**src/rtl/calc_port_if.sv**
```systemverilog
// Request/response bus of the calculator port: the master issues requests, the slave returns
// one response per accepted request.
interface calc_port_if;
    localparam int unsigned DW = 32;

    logic [3:0]    req_cmd;
    logic [3:0]    req_d1;
    logic [3:0]    req_d2;
    logic [3:0]    req_r1;
    logic [DW-1:0] req_data;
    logic [1:0]    req_tag;
    logic          req_busy;
    logic [1:0]    out_resp;
    logic [DW-1:0] out_data;
    logic [1:0]    out_tag;

    modport master (
        output req_cmd, req_d1, req_d2, req_r1, req_data, req_tag,
        input  req_busy, out_resp, out_data, out_tag
    );

    modport slave (
        input  req_cmd, req_d1, req_d2, req_r1, req_data, req_tag,
        output req_busy, out_resp, out_data, out_tag
    );
endinterface

```
**src/rtl/calc_port_responder.sv**
```systemverilog
// Calculator port responder: queues requests in a 4-deep FIFO and executes them in order
// against a 16 x 32 register file, returning a one-cycle tagged response per request.
module calc_port_responder (
    input  logic       clk,
    input  logic       reset,
    calc_port_if.slave bus
);
    localparam int unsigned DW         = 32;
    localparam int unsigned FIFO_DEPTH = 4;
    localparam int unsigned PW         = 2;
    localparam int unsigned CW         = 3;
    localparam int unsigned NREGS      = 16;

    localparam logic [3:0] CMD_ADD   = 4'd1;
    localparam logic [3:0] CMD_SUB   = 4'd2;
    localparam logic [3:0] CMD_SHL   = 4'd5;
    localparam logic [3:0] CMD_SHR   = 4'd6;
    localparam logic [3:0] CMD_STORE = 4'd9;
    localparam logic [3:0] CMD_FETCH = 4'd10;

    localparam logic [1:0] RESP_OK  = 2'd1;
    localparam logic [1:0] RESP_ERR = 2'd2;

    typedef struct packed {
        logic [3:0]    cmd;
        logic [3:0]    d1;
        logic [3:0]    d2;
        logic [3:0]    r1;
        logic [DW-1:0] data;
        logic [1:0]    tag;
    } op_t;

    typedef enum logic [1:0] {IDLE, EXEC, EXTRA, RESP} state_t;

    state_t        state, state_next;
    op_t           fifo_mem [FIFO_DEPTH];
    logic [PW-1:0] rd_ptr, wr_ptr;
    logic [CW-1:0] count, count_next;
    op_t           op;
    logic [DW-1:0] regs [NREGS];

    logic          push, pop, finish;
    logic [DW-1:0] opa, opb, res_data, wr_data;
    logic [DW:0]   sum;
    logic [1:0]    res_resp;
    logic          res_wr;

    // A request arriving while full is dropped even if a pop frees a slot on the same edge.
    assign push       = (bus.req_cmd != 4'd0) && !bus.req_busy;
    assign count_next = count + CW'(push) - CW'(pop);

    always_ff @(posedge clk or negedge reset) begin
        if (!reset) state <= IDLE;
        else        state <= state_next;
    end

    always_comb begin
        state_next = state;
        pop        = 1'b0;
        finish     = 1'b0;
        case (state)
            IDLE: begin
                if (count != '0) begin
                    pop        = 1'b1;
                    state_next = EXEC;
                end
            end
            EXEC: begin
                if (op.cmd == CMD_SHL || op.cmd == CMD_SHR) begin
                    state_next = EXTRA;
                end else begin
                    finish     = 1'b1;
                    state_next = RESP;
                end
            end
            EXTRA: begin
                finish     = 1'b1;
                state_next = RESP;
            end
            RESP: begin
                if (count != '0) begin
                    pop        = 1'b1;
                    state_next = EXEC;
                end else begin
                    state_next = IDLE;
                end
            end
            default: state_next = IDLE;
        endcase
    end

    // Result of the operation currently held in the op register.
    always_comb begin
        opa      = regs[op.d1];
        opb      = regs[op.d2];
        sum      = (DW+1)'(opa) + (DW+1)'(opb);
        res_resp = RESP_ERR;
        res_data = '0;
        res_wr   = 1'b0;
        wr_data  = '0;
        case (op.cmd)
            CMD_ADD: begin
                if (!sum[DW]) begin
                    res_resp = RESP_OK;
                    res_data = sum[DW-1:0];
                    res_wr   = 1'b1;
                    wr_data  = sum[DW-1:0];
                end
            end
            CMD_SUB: begin
                if (opb <= opa) begin
                    res_resp = RESP_OK;
                    res_data = opa - opb;
                    res_wr   = 1'b1;
                    wr_data  = opa - opb;
                end
            end
            CMD_SHL, CMD_SHR: begin
                res_resp = RESP_OK;
                res_data = (op.cmd == CMD_SHL) ? (opa << opb[4:0]) : (opa >> opb[4:0]);
                res_wr   = 1'b1;
                wr_data  = res_data;
            end
            CMD_STORE: begin
                res_resp = RESP_OK;
                res_wr   = 1'b1;
                wr_data  = op.data;
            end
            CMD_FETCH: begin
                res_resp = RESP_OK;
                res_data = opa;
            end
            default: ;
        endcase
    end

    // FIFO storage needs no reset: only entries below count are ever read.
    always_ff @(posedge clk) begin
        if (push) begin
            fifo_mem[wr_ptr] <= '{cmd: bus.req_cmd, d1: bus.req_d1, d2: bus.req_d2,
                                  r1: bus.req_r1, data: bus.req_data, tag: bus.req_tag};
        end
    end

    always_ff @(posedge clk or negedge reset) begin
        if (!reset) begin
            rd_ptr       <= '0;
            wr_ptr       <= '0;
            count        <= '0;
            op           <= '0;
            bus.req_busy <= 1'b0;
            bus.out_resp <= '0;
            bus.out_data <= '0;
            bus.out_tag  <= '0;
            for (int i = 0; i < NREGS; i++) regs[i] <= '0;
        end else begin
            if (push) wr_ptr <= PW'(wr_ptr + 1'b1);
            if (pop) begin
                op     <= fifo_mem[rd_ptr];
                rd_ptr <= PW'(rd_ptr + 1'b1);
            end
            count        <= count_next;
            bus.req_busy <= (count_next == CW'(FIFO_DEPTH));
            // Register write lands with the response so the next op sees the new value.
            if (finish) begin
                bus.out_resp <= res_resp;
                bus.out_data <= res_data;
                bus.out_tag  <= op.tag;
                if (res_wr) regs[op.r1] <= wr_data;
            end else begin
                bus.out_resp <= '0;
                bus.out_data <= '0;
                bus.out_tag  <= '0;
            end
        end
    end
endmodule

```
**src/flat_wrapper.sv**
```systemverilog
// flat-port wrapper written by rule: the top's interface ports become plain ports
module calc_port_responder_flat 
  (clk, reset, bus_req_cmd, bus_req_d1, bus_req_d2, bus_req_r1, bus_req_data, bus_req_tag, bus_req_busy, bus_out_resp, bus_out_data, bus_out_tag);
  calc_port_if bus_i ();
  input  logic clk;
  input  logic reset;
  input wire logic [$bits(bus_i.req_cmd)-1:0] bus_req_cmd;
  input wire logic [$bits(bus_i.req_d1)-1:0] bus_req_d1;
  input wire logic [$bits(bus_i.req_d2)-1:0] bus_req_d2;
  input wire logic [$bits(bus_i.req_r1)-1:0] bus_req_r1;
  input wire logic [$bits(bus_i.req_data)-1:0] bus_req_data;
  input wire logic [$bits(bus_i.req_tag)-1:0] bus_req_tag;
  output wire logic [$bits(bus_i.req_busy)-1:0] bus_req_busy;
  output wire logic [$bits(bus_i.out_resp)-1:0] bus_out_resp;
  output wire logic [$bits(bus_i.out_data)-1:0] bus_out_data;
  output wire logic [$bits(bus_i.out_tag)-1:0] bus_out_tag;
  assign bus_i.req_cmd = bus_req_cmd;
  assign bus_i.req_d1 = bus_req_d1;
  assign bus_i.req_d2 = bus_req_d2;
  assign bus_i.req_r1 = bus_req_r1;
  assign bus_i.req_data = bus_req_data;
  assign bus_i.req_tag = bus_req_tag;
  assign bus_req_busy = bus_i.req_busy;
  assign bus_out_resp = bus_i.out_resp;
  assign bus_out_data = bus_i.out_data;
  assign bus_out_tag = bus_i.out_tag;
  calc_port_responder u_core (.clk(clk), .reset(reset), .bus(bus_i));
endmodule
```
**config.mk**
```make
export PLATFORM = sky130hd
export DESIGN_NAME = calc_port_responder_flat
export DESIGN_NICKNAME = d
export VERILOG_FILES = /design/src/rtl/calc_port_if.sv /design/src/rtl/calc_port_responder.sv /design/src/flat_wrapper.sv
export SDC_FILE = /design/constraint.sdc
export NUM_CORES = 1
export LEC_CHECK = 0
export ABC_CLOCK_PERIOD_IN_PS = 11550
export CAP_MARGIN = 20
export CORE_MARGIN = 3
export CORE_UTILIZATION = 30
export CTS_CLUSTER_DIAMETER = 200
export DETAILED_ROUTE_END_ITERATION = 8
export GPL_TIMING_DRIVEN = 0
export PLACE_DENSITY = 0.49
export SETUP_SLACK_MARGIN = 0.1
export SLEW_MARGIN = 20
export SYNTH_ARGS = -nofsm -noshare
export SYNTH_HDL_FRONTEND = slang
export SYNTH_SLANG_ARGS = --single-unit
```
**constraint.sdc**
```tcl
create_clock -name clk -period 11.55 [get_ports clk]
set_input_delay 1.7325 -clock clk [delete_from_list [all_inputs] [get_ports clk]]
set_output_delay 1.7325 -clock clk [all_outputs]
set_load 0.01 [all_outputs]
```
Ports around the boundary:
Pins as bars across the die edge, other pins in gray.
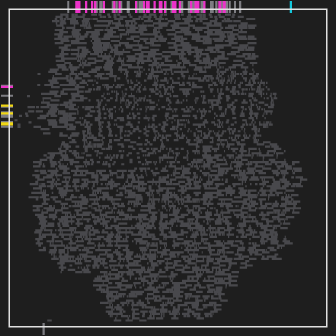
legend:
  `bus_req_data`:
    color: magenta
    pins: 32
    direction: input
    edge: 31 top, 1 left
  `bus_req_d2`:
    color: yellow
    pins: 4
    direction: input
    edge: left
  `clk`:
    color: cyan
    pins: 1
    direction: input
    edge: top
all pins by edge: 74 top, 14 left, 1 bottom

Wires at chosen ports, followed through buffers:
Drawn at 1 px/um.
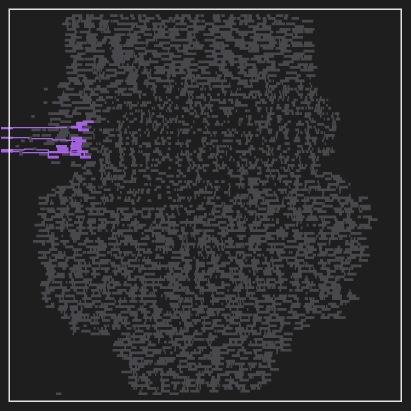
legend:
  `bus_req_d2`:
    color: purple
    bits: 4
    direction: input
    edge: left
    end_cells: 16
    wire: 313 um

==> results.txt <==
yosys + openroad results -> Synth-to-Final Area Change 16.05%, largest net degree at the start of global routing 94, most frequent cells in the layout dfrtp_1, a21oi_1, nor2_1, Mapped Area 44,370 um2, Most common cell on crit path clkbuf_1, nets@finish 4,197, Slew Viols, Final 0, asr flop ratio synth 75.25%, Reg2Reg Depth 20, clk ins delay skew pair 0.74 ns, f_max 0.09857 GHz, Fin Clk Skew 0.05675 ns, clock sink total 808, pre-CTS setup slack 1.802 ns, post-route design area 51,490 um2, flip-flops with a built-in enable 200, Core Util, Final 35.20%, worst setup path end u_core.regs[174]$_DFFE_PN0P_, WP data required 12.11 ns, most frequent cell after synthesis dfrtp_1, pin slew with the least headroom to its limit 1.278 ns, I/O pin cnt 89, Hold Slack 0.4807 ns, H-tree Lvls 3, Critical Path Stages 20, placed insts 5,886, OpenROAD warnings 66, critical path class reg2reg, gr usage total 26.84%, die area 152,500 um2, DP Area 48,170 um2, IO buf count 88, Dominant Register Cell dfrtp_1, synth top area cells dfrtp_1, mux4_2, edfxtp_1, post-synth net total 3,995, Worst R2R Start u_core.op[39]$_DFFE_PN0P_, Setup WS post-layout 1.405 ns, CTS max path bufs 3, setup tns final 0 ns, die height 390.6 um, CP top delay family buffers and inverters, initial antenna violation count 0, cell row count 140, Rel. slew slack 14.77%, Worst path max stage delay 0.99 ns, Top-area cell share 34.29%, Final GP Congestion 1.011, YS chip area 44,370 um2, post-route insts no fill 6,064, ratio of cells with drive above 1 in the final layout 19.40%, Yosys top cell by area dfrtp_1, 1st-iter DRT viols 5,281, clk slew on worst S/H paths 0.06 ns, Post-synth top cells dfrtp_1, a21oi_1, nor2_1, TritonCTS clock tree built, Seq/Total Area, Yosys 47.83%, Max Cap Viol 0, most numerous logic cell after layout dfrtp_1, CP Launch Type flip-flop, drt pass-1 iters 6, total wire length 208.3 mm, clock buffer count from CTS 93, Buf+Inv Stages, Crit Path 9, Final setup viols 0, beginning of the critical path u_core.op[39]$_DFFE_PN0P_, status finished, final reports clean, Crit. End Element flip-flop, Slowest cell on crit path nor2_1, Resize count post-CTS 0, DP Wirelength 148.6 mm, FP Util 30.33%, endpoints failing hold 0, WP data arrival 10.70 ns, vias in the first global route 36,300, clk root buf clkbuf_16, cts hold-fix bufs 0, worst-path maximum fanout 10, syn avg cell area 11.48 um2
layout make-up:
| cell class | instances | area, um2 | area share (%) |
|---|---|---|---|
| Clock buffer | 132 | 2675 | 5.196 |
| Tap cell | 1917 | 2399 | 4.658 |
| Clock inverter | 41 | 609.3 | 1.183 |
| Inverter | 92 | 345.3 | 0.6707 |
| Sequential cell | 808 | 21220 | 41.21 |
| Buffer | 331 | 1529 | 2.970 |
| Antenna cell | 3 | 7.507 | 0.01458 |
| Multi-Input combinational cell | 2633 | 21400 | 41.57 |
| Timing Repair Buffer | 107 | 1301 | 2.527 |
state kept, by name (all words and copies together) (netlist names):
signal,count
u_core.regs,512
u_core.fifo_mem,200
u_core.op,50
u_core.bus.out_data,32
u_core.count,3
u_core.bus.out_resp,2
u_core.bus.out_tag,2
u_core.rd_ptr,2
u_core.state,2
u_core.wr_ptr,2
u_core.bus.req_busy,1
cell families (layout without fill, tap and decap cells):
family          count (synthesis)  in the layout  synth area share, %
flops                         808            808                47.83
xor+xnor                       11             11               0.2171
compound gates               1119           1119                15.89
other cells                     0              3                    0
buf+inv                       423            703                4.089
fa+ha+maj                      79             79                2.279
mux                           510            510                21.24
simple gates                  914            914                8.455
worst min path at each step:
stage / startpoint / end / slack, ns / depth (start not counted)
floorplan: u_core.op[0]$_DFFE_PN0P_ / u_core.bus.out_tag[0]$_DFF_PN0_ / 0.45 / 1
global placement: u_core.op[0]$_DFFE_PN0P_ / u_core.bus.out_tag[0]$_DFF_PN0_ / 0.47 / 1
detailed placement: u_core.op[0]$_DFFE_PN0P_ / u_core.bus.out_tag[0]$_DFF_PN0_ / 0.47 / 1
CTS: u_core.op[0]$_DFFE_PN0P_ / u_core.bus.out_tag[0]$_DFF_PN0_ / 0.49 / 1
global route: u_core.op[1]$_DFFE_PN0P_ / u_core.bus.out_tag[1]$_DFF_PN0_ / 0.51 / 1
finish: u_core.op[0]$_DFFE_PN0P_ / u_core.bus.out_tag[0]$_DFF_PN0_ / 0.48 / 1
worst register-to-register path, cell delays in order, from the launching register on:
cell      delay, ns
dfrtp_1        0.32
clkbuf_1       0.60
clkbuf_1       0.49
clkbuf_1       0.95
buf_2          0.82
mux4_2         0.45
mux4_2         0.61
inv_1          0.10
ha_1           0.13
clkbuf_1       0.35
nand2_1        0.28
nor4_1         0.51
nand3_1        0.21
a31oi_1        0.23
o21a_1         0.32
buf_2          0.39
o311ai_2       0.31
nor2_1         1.00
clkbuf_1       0.95
clkbuf_1       0.81
a21oi_1        0.17
routing by layer:
layer  vias up  part of all wire (%)  GRT usage, %
li1      14910                     -             -
met1     19270                    39         35.61
met2      2431                    43         39.43
met3       502                    11         8.172
met4         0                   6.2         13.97
met5         -                     0             0
